Fig. 1: run 1, clock wiring as the flow saved it
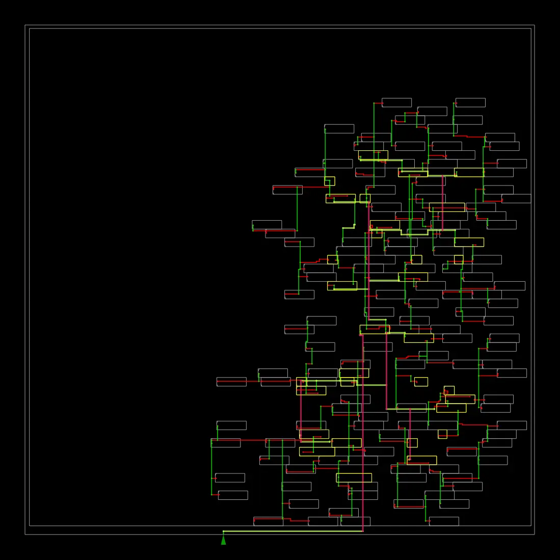
Fig. 2: run 1, drive-strength map
The bar under the picture is 50 µm long.
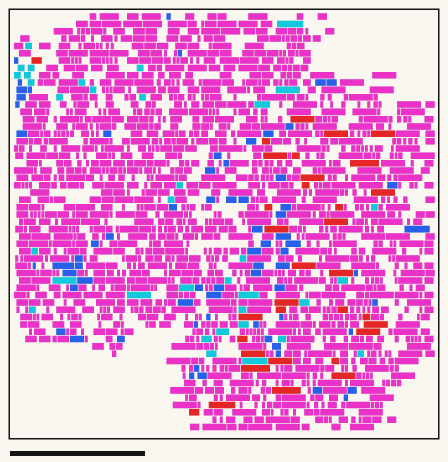
Fig. 3: run 1, where the registers sit
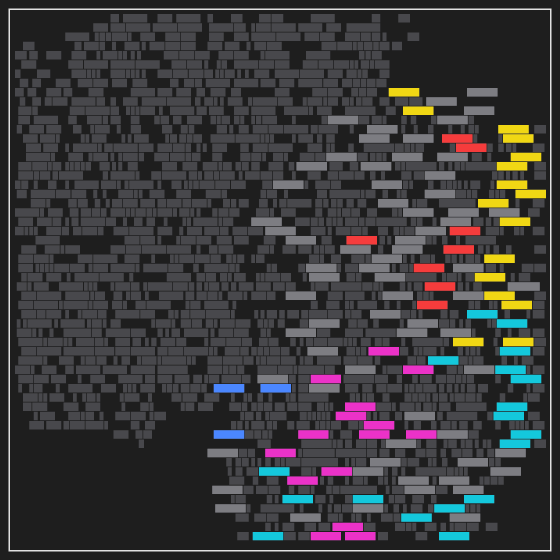
===== config.mk =====
export PLATFORM = sky130hd
export DESIGN_NAME = rgb_yuv_encoder
export DESIGN_NICKNAME = d
export VERILOG_FILES = /design/src/rtl/rgb_yuv_encoder.sv
export SDC_FILE = /design/constraint.sdc
export NUM_CORES = 1
export LEC_CHECK = 0
export CORE_UTILIZATION = 55
export CTS_CLUSTER_SIZE = 12
export DETAILED_ROUTE_END_ITERATION = 8
export GPL_TIMING_DRIVEN = 0
export PLACE_DENSITY = 0.74
export SLEW_MARGIN = 30
export SYNTH_ARGS = -nofsm -noshare
export SYNTH_HDL_FRONTEND = slang
export SYNTH_SLANG_ARGS = --single-unit

===== constraint.sdc =====
create_clock -name Clock_50 -period 8.2 [get_ports Clock_50]
set_clock_uncertainty 0.05 [all_clocks]
set_input_delay 2.05 -clock Clock_50 [delete_from_list [all_inputs] [get_ports Clock_50]]
set_output_delay 2.05 -clock Clock_50 [all_outputs]
set_load 0.01 [all_outputs]

===== src/rtl/rgb_yuv_encoder.sv =====
// RGB-to-YUV (BT.601 integer) frame encoder: converts a raster pixel stream, decimates U/V
// horizontally by 2 and writes packed Y/U/V planes through the SRAM controller write port.
module rgb_yuv_encoder #(
  parameter logic [17:0] Y_OFFSET   = 18'd0,
  parameter logic [17:0] U_OFFSET   = 18'd38400,
  parameter logic [17:0] V_OFFSET   = 18'd57600,
  parameter logic [14:0] NUM_GROUPS = 15'd19200
) (
  input  logic        Clock_50,
  input  logic        Reset,
  input  logic        start,
  output logic        done,
  output logic        busy,
  input  logic        pix_valid,
  output logic        pix_ready,
  input  logic [7:0]  pix_R,
  input  logic [7:0]  pix_G,
  input  logic [7:0]  pix_B,
  output logic [17:0] SRAM_address,
  output logic [15:0] SRAM_write_data,
  output logic        SRAM_we_n
);

  // Handshake: a pixel transfers on a rising edge where pix_valid && pix_ready;
  // pix_ready depends only on state, never on pix_valid.
  typedef enum logic [2:0] {
    S_IDLE, S_P0, S_P1, S_P2, S_P3, S_WU, S_WV, S_DONE
  } state_t;

  state_t      state_q, state_d;
  logic [17:0] y_addr_q, y_addr_d;
  logic [14:0] uv_addr_q, uv_addr_d;
  logic [7:0]  y_hold_q, y_hold_d, u_hold_q, u_hold_d, v_hold_q, v_hold_d;
  logic [7:0]  ud0_q, ud0_d, vd0_q, vd0_d, ud1_q, ud1_d, vd1_q, vd1_d;
  logic [17:0] sram_addr_q, sram_addr_d;
  logic [15:0] sram_wdata_q, sram_wdata_d;
  logic        sram_we_n_q, sram_we_n_d;
  logic        done_q, done_d;

  logic signed [17:0] r_s, g_s, b_s;
  logic [7:0]  y_pix, u_pix, v_pix, ud_avg, vd_avg;
  logic        accept;

  assign r_s = $signed({10'd0, pix_R});
  assign g_s = $signed({10'd0, pix_G});
  assign b_s = $signed({10'd0, pix_B});

  // Results always land in 16..240, so truncating to 8 bits never wraps.
  assign y_pix = 8'(((18'sd66 * r_s + 18'sd129 * g_s + 18'sd25 * b_s + 18'sd128) >>> 8) + 18'sd16);
  assign u_pix = 8'(((18'sd112 * b_s - 18'sd38 * r_s - 18'sd74 * g_s + 18'sd128) >>> 8) + 18'sd128);
  assign v_pix = 8'(((18'sd112 * r_s - 18'sd94 * g_s - 18'sd18 * b_s + 18'sd128) >>> 8) + 18'sd128);

  assign ud_avg = 8'(({1'b0, u_hold_q} + {1'b0, u_pix} + 9'd1) >> 1);
  assign vd_avg = 8'(({1'b0, v_hold_q} + {1'b0, v_pix} + 9'd1) >> 1);

  assign pix_ready = (state_q == S_P0) || (state_q == S_P1) ||
                     (state_q == S_P2) || (state_q == S_P3);
  assign accept    = pix_valid && pix_ready;
  assign busy      = (state_q != S_IDLE);

  assign done            = done_q;
  assign SRAM_address    = sram_addr_q;
  assign SRAM_write_data = sram_wdata_q;
  assign SRAM_we_n       = sram_we_n_q;

  always_comb begin
    state_d      = state_q;
    y_addr_d     = y_addr_q;
    uv_addr_d    = uv_addr_q;
    y_hold_d     = y_hold_q;
    u_hold_d     = u_hold_q;
    v_hold_d     = v_hold_q;
    ud0_d        = ud0_q;
    vd0_d        = vd0_q;
    ud1_d        = ud1_q;
    vd1_d        = vd1_q;
    sram_addr_d  = sram_addr_q;
    sram_wdata_d = sram_wdata_q;
    sram_we_n_d  = 1'b1;
    done_d       = 1'b0;
    case (state_q)
      S_IDLE: begin
        if (start) begin
          state_d   = S_P0;
          y_addr_d  = '0;
          uv_addr_d = '0;
        end
      end
      S_P0, S_P2: begin
        if (accept) begin
          y_hold_d = y_pix;
          u_hold_d = u_pix;
          v_hold_d = v_pix;
          state_d  = (state_q == S_P0) ? S_P1 : S_P3;
        end
      end
      S_P1, S_P3: begin
        if (accept) begin
          sram_addr_d  = Y_OFFSET + y_addr_q;
          sram_wdata_d = {y_hold_q, y_pix};
          sram_we_n_d  = 1'b0;
          y_addr_d     = y_addr_q + 18'd1;
          if (state_q == S_P1) begin
            ud0_d   = ud_avg;
            vd0_d   = vd_avg;
            state_d = S_P2;
          end else begin
            ud1_d   = ud_avg;
            vd1_d   = vd_avg;
            state_d = S_WU;
          end
        end
      end
      S_WU: begin
        sram_addr_d  = U_OFFSET + {3'd0, uv_addr_q};
        sram_wdata_d = {ud0_q, ud1_q};
        sram_we_n_d  = 1'b0;
        state_d      = S_WV;
      end
      S_WV: begin
        sram_addr_d  = V_OFFSET + {3'd0, uv_addr_q};
        sram_wdata_d = {vd0_q, vd1_q};
        sram_we_n_d  = 1'b0;
        if (uv_addr_q == NUM_GROUPS - 15'd1) begin
          state_d = S_DONE;
        end else begin
          uv_addr_d = uv_addr_q + 15'd1;
          state_d   = S_P0;
        end
      end
      S_DONE: begin
        done_d  = 1'b1;
        state_d = S_IDLE;
      end
      default: state_d = S_IDLE;
    endcase
  end

  always_ff @(posedge Clock_50 or posedge Reset) begin
    if (Reset) begin
      state_q      <= S_IDLE;
      y_addr_q     <= '0;
      uv_addr_q    <= '0;
      y_hold_q     <= '0;
      u_hold_q     <= '0;
      v_hold_q     <= '0;
      ud0_q        <= '0;
      vd0_q        <= '0;
      ud1_q        <= '0;
      vd1_q        <= '0;
      sram_addr_q  <= '0;
      sram_wdata_q <= '0;
      sram_we_n_q  <= 1'b1;
      done_q       <= 1'b0;
    end else begin
      state_q      <= state_d;
      y_addr_q     <= y_addr_d;
      uv_addr_q    <= uv_addr_d;
      y_hold_q     <= y_hold_d;
      u_hold_q     <= u_hold_d;
      v_hold_q     <= v_hold_d;
      ud0_q        <= ud0_d;
      vd0_q        <= vd0_d;
      ud1_q        <= ud1_d;
      vd1_q        <= vd1_d;
      sram_addr_q  <= sram_addr_d;
      sram_wdata_q <= sram_wdata_d;
      sram_we_n_q  <= sram_we_n_d;
      done_q       <= done_d;
    end
  end

endmodule


==> flow_summary.json, run 1 <==
{
  "detail_route.first_pass.iterations": 5,
  "finalClockPeriodUsage_pct": 97.5,
  "port_buffers": 65,
  "grtUsageMet3_pct": 3.00,
  "layout.buffer.nonclock.area_share_pct": 5.44,
  "stage_log_warnings": 38,
  "cts_max_level": 4,
  "topRoutingLayerUsed": "met4",
  "rsz0062_at_grt": "yes",
  "top_area_cell": "dfrtp_1",
  "comb-cell-share_pct": 62.3,
  "global_route.usage.met1_pct": 35.0,
  "syn-instance-count": 1435,
  "worst_hold_slack_ps": 424,
  "final.min_clock_period_ps": 7990,
  "aggregate_routed_wire_length_um": 30900,
  "num_rows": 57,
  "cp-start-kind": "input port",
  "hold-path-cell-count": 2,
  "layout.cells.non_filler": 1865,
  "cts_setup_buffers": 2,
  "finalMaxSlewViolations": 0,
  "detailed_route_wire_length_on_metal_1_um": 14300,
  "grt-ovfl-total": 0,
  "cts_tree": "yes",
  "tightest_slew_ps": 717,
  "layout.area.comb_mm2": 0.00964,
  "dr_total_vias": 10400,
  "run_status": "finished, final reports clean",
  "routed-wl-met3_um": 1040,
  "routed_via_count_divided_by_cell_count": 5.58,
  "core_util_floorplan_pct": 55.8,
  "most_frequently_placed_logic_cells_in_the_final_layout": "241 x ha_1, 194 x inv_1, 127 x dfrtp_1",
  "synth.avg_cell_area_um2": 9.43,
  "cp.required_ps": 8440,
  "placed_cell_area_mm2": 0.0146,
  "grt_pass1_vias": 10500,
  "nFlopsAndLatches": 128,
  "mostFrequentLayoutCell": "ha_1",
  "floorplan.die_area_mm2": 0.0252,
  "final_setup_violating_endpoints": 0,
  "groute.usage.overall_pct": 25.9,
  "edf_count": 0,
  "detail_route.iter0.violations": 658,
  "initial_antenna_violation_count": 0,
  "clk_path_buf_depth": 2,
  "ctsHoldBuffers": 0,
  "yosys.cell_types.count": 69,
  "timing.rr.end": "SRAM_write_data[13]",
  "well_tap_count": 324,
  "timing.critical_path.from": "pix_G[2]",
  "worstSetupPathType": "input port to flop",
  "synth_area_mm2": 0.0135
}
## Picture notes: Fig. 1
final-layout clock buffer total: 17
number of clock sinks seen by CTS: 128
cts bufs inserted: 17

## Picture notes: Fig. 2
Key: drive 2 = blue [cells 69, share 4.5%, most used mux2_2]; drive 1 or less = magenta [cells 1,404, share 91%, most used ha_1]; drive 6 and up = red [cells 33, share 2.1%, most used clkbuf_16]; drive 3 to 4 = cyan [cells 35, share 2.3%, most used buf_4]
area delta synth->final: 14.4%
layout buffer count excluding clock buffers: 108
cell area after layout: 0.0155 mm²

## Picture notes: Fig. 3
Key: SRAM_address = cyan [sequential cells 18]; uv_addr_q = magenta [sequential cells 15]; SRAM_write_data = yellow [sequential cells 16]; vd0_q = red [sequential cells 8, where middle right]; state_q = blue [sequential cells 3]
Another 68 sequential cells are not coloured.
area of all sequential standard cells: 0.00320 mm²
flip-flop and latch share of the layout cell area: 20.7%
share of the core filled with cells: 63.8%

-- run 1: critical path: stages --
cell	delay [ps]
buf_6	140
clkinvlp_4	150
fa_1	540
inv_1	40
ha_1	270
fa_1	500
ha_1	320
a21o_1	190
a21oi_2	180
xnor2_2	130
ha_1	260
fa_1	540
inv_1	50
ha_1	320
o21a_1	120
o21a_2	240
o21ai_4	160
nor2b_4	190
xnor2_2	90
ha_1	340
and2_1	210
a221o_1	360
a31oi_4	190
o2bb2ai_2	170
o21a_1	180
xor2_2	180
o21ai_0	110
--- run 2 (diff from run 1) ---
- CORE_UTILIZATION: 55 -> 63
- PLACE_DENSITY: 0.74 -> 0.83
==> run 2 against run 1 <==
Net effect:
- critical endpoint is now vd0_q[5]
- first-iteration DRC count is 4.7% higher
- highest routed layer unchanged
- global-route usage up 5.2 points
- final area up 0.45%
==> flow_summary.json, run 2 <==
{
  "mostFrequentLayoutCell": "ha_1",
  "clock-sinks": 128,
  "nFlopsAndLatches": 128,
  "cp.required_ps": 8440,
  "edf_count": 0,
  "grtUsageMet3_pct": 5.43,
  "worst_hold_slack_ps": 426,
  "top_area_cell": "dfrtp_1",
  "tns_ps": 0,
  "critical_path.slowest_cell": "fa_1",
  "num-nonclk-inverters": 199,
  "routed-wl-met3_um": 1880,
  "num_rows": 53,
  "cts_tree": "yes",
  "final_hold_viol_count": 0,
  "well_tap_count": 275,
  "hold-path-cell-count": 2,
  "synth-adder-area-share_pct": 35.9,
  "cts-buffers-inserted": 17,
  "run_status": "finished, final reports clean",
  "placed_cell_area_mm2": 0.0146,
  "ctsHoldBuffers": 0,
  "syn-instance-count": 1435,
  "placeableCoreArea_mm2": 0.0210,
  "tightest_slew_ps": 713,
  "yosys-dominant-comb-family": "adder cells",
  "root_buffer": "clkbuf_16",
  "clk_path_buf_depth": 2,
  "yosys.cell_count.top_type": "ha_1",
  "buffers_excl_clock": 109,
  "area.sequential_mm2": 0.00320,
  "finalMaxSlewViolations": 0,
  "detail_route.iter0.violations": 689,
  "fmax_mhz": 125,
  "layout.area.comb_mm2": 0.00972,
  "cts_max_level": 4,
  "layout.cells.largest_class": "combinational gates",
  "synth.avg_cell_area_um2": 9.43,
  "final.clkbuf_count": 19,
  "dpl.cell_count": 1776,
  "layout.cells.non_filler": 1817,
  "stdcell_area_mm2": 0.0155,
  "grt-ovfl-total": 0,
  "timing.max_cap.violations": 0,
  "yosys.cell_types.count": 69,
  "area.growth.synth_to_final_pct": 14.9,
  "dr_wl_met2_um": 15800,
  "cp.arrival_ps": 8270,
  "grt_pass1_vias": 11000,
  "crit_top_cell": "inv_1",
  "topRoutingLayerUsed": "met4",
  "initial_antenna_violation_count": 0,
  "critical_path.max_stage_delay_ps": 580,
  "synth.top_cells.by_count": "246 x ha_1, 199 x inv_1, 127 x dfrtp_1",
  "cp_top_family": "adder cells",
  "final.min_clock_period_ps": 8030,
  "timing.rr.end": "uv_addr_q[13]",
  "port_buffers": 65,
  "clk_transition_reported_paths_ps": 60,
  "global_route.usage.met1_pct": 39.9,
  "stage_log_warnings": 37,
  "cp-start-kind": "input port",
  "core_util_floorplan_pct": 64.4,
  "comb-cell-share_pct": 62.5,
  "synth_area_mm2": 0.0135,
  "holdCritPathClass": "flop to flop",
  "worstSetupPathType": "input port to flop",
  "cts_setup_buffers": 3,
  "grt_start_max_net_pins": 66,
  "layout.buffer.nonclock.area_share_pct": 5.48,
  "most_frequently_placed_logic_cells_in_the_final_layout": "238 x ha_1, 193 x inv_1, 127 x dfrtp_1",
  "global_route.peak_usage_layer": "met2",
  "crit_buf_inv": 8,
  "final_setup_violating_endpoints": 0,
  "floorplan.die_area_mm2": 0.0221,
  "finalClockPeriodUsage_pct": 97.9,
  "routed_via_count_divided_by_cell_count": 5.95,
  "detail_route.first_pass.iterations": 6,
  "groute.usage.overall_pct": 31.1,
  "detailed_route_wire_length_on_metal_1_um": 13900
}
==> run 2: netlist changes by cell type in the layout (fill, tap and decap cells not counted), moves of 2 or more <==
cell        before  now
xnor2_2          3    5
clkbuf_8         0    2
ha_4             3    7
ha_1           241  238
inv_8            3    1
xnor2_1         65   63
clkinvlp_4       5    8
bufinv_16        3    5
a21oi_4          1    3
inv_6            7    0
==> run 2: worst max path at each step <==
stage / startpoint / end / slack (ps) / cells past startpoint
2_1_floorplan: pix_G[2] / vd0_q[6] / 230 / 25
3_3_place_gp: pix_G[4] / vd0_q[6] / -1310 / 27
3_5_place_dp: pix_G[4] / vd0_q[6] / -1390 / 27
4_1_cts: pix_R[5] / ud0_q[6] / 20 / 27
5_1_grt: pix_R[3] / ud0_q[6] / -60 / 29
6_report: pix_G[5] / vd0_q[5] / 170 / 27
Fig. 4: run 2, where the registers sit
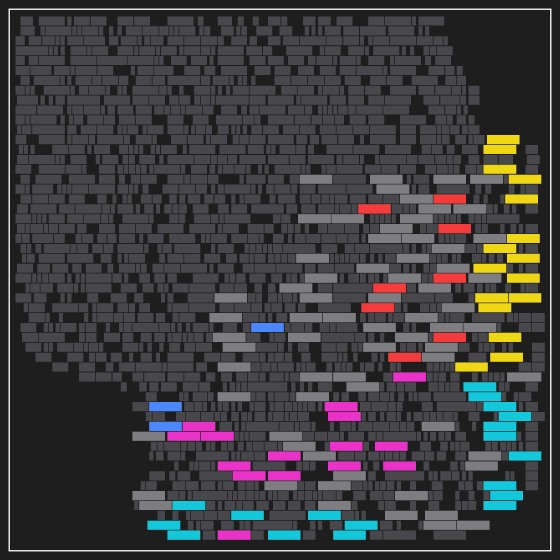
Key: state_q = blue [sequential cells 3]; SRAM_address = cyan [sequential cells 18]; vd0_q = red [sequential cells 8, where middle right]; uv_addr_q = magenta [sequential cells 15, where bottom centre]; SRAM_write_data = yellow [sequential cells 16, where middle right]
Another 68 sequential cells are not coloured.
share of the core filled with cells: 74.0%
flip-flop and latch share of the layout cell area: 20.6%

Fig. 5: run 2, clock distribution
The bar under the picture is 50 µm long.
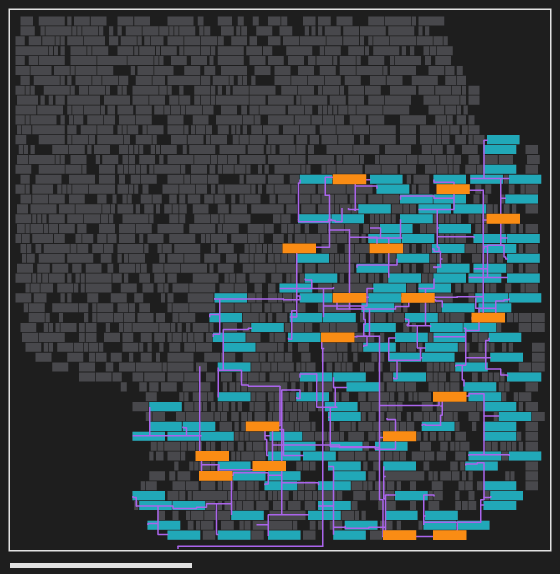
Key: cells driving clock nets = orange [count 17]; flip-flops = cyan [count 128]; clock wires = purple [length 1,570 µm]
There are 18 routed clock nets.
insertion delay to the later sink of the worst-skew pair: 430 ps

Fig. 6: run 2, M4 wires
Supply wires on this layer in grey.
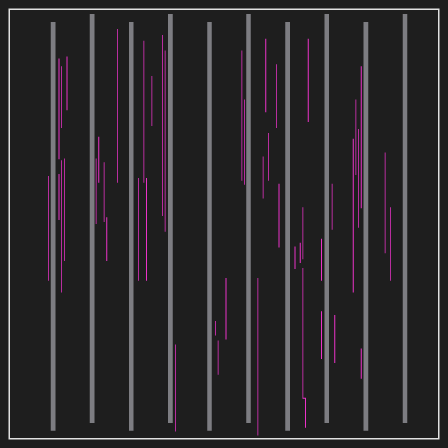
The layer carries 1,300 µm of wire. The layer holds 4.0% of the routed length.
vias after detailed routing: 10,800
aggregate routed wire length: 32,800 µm

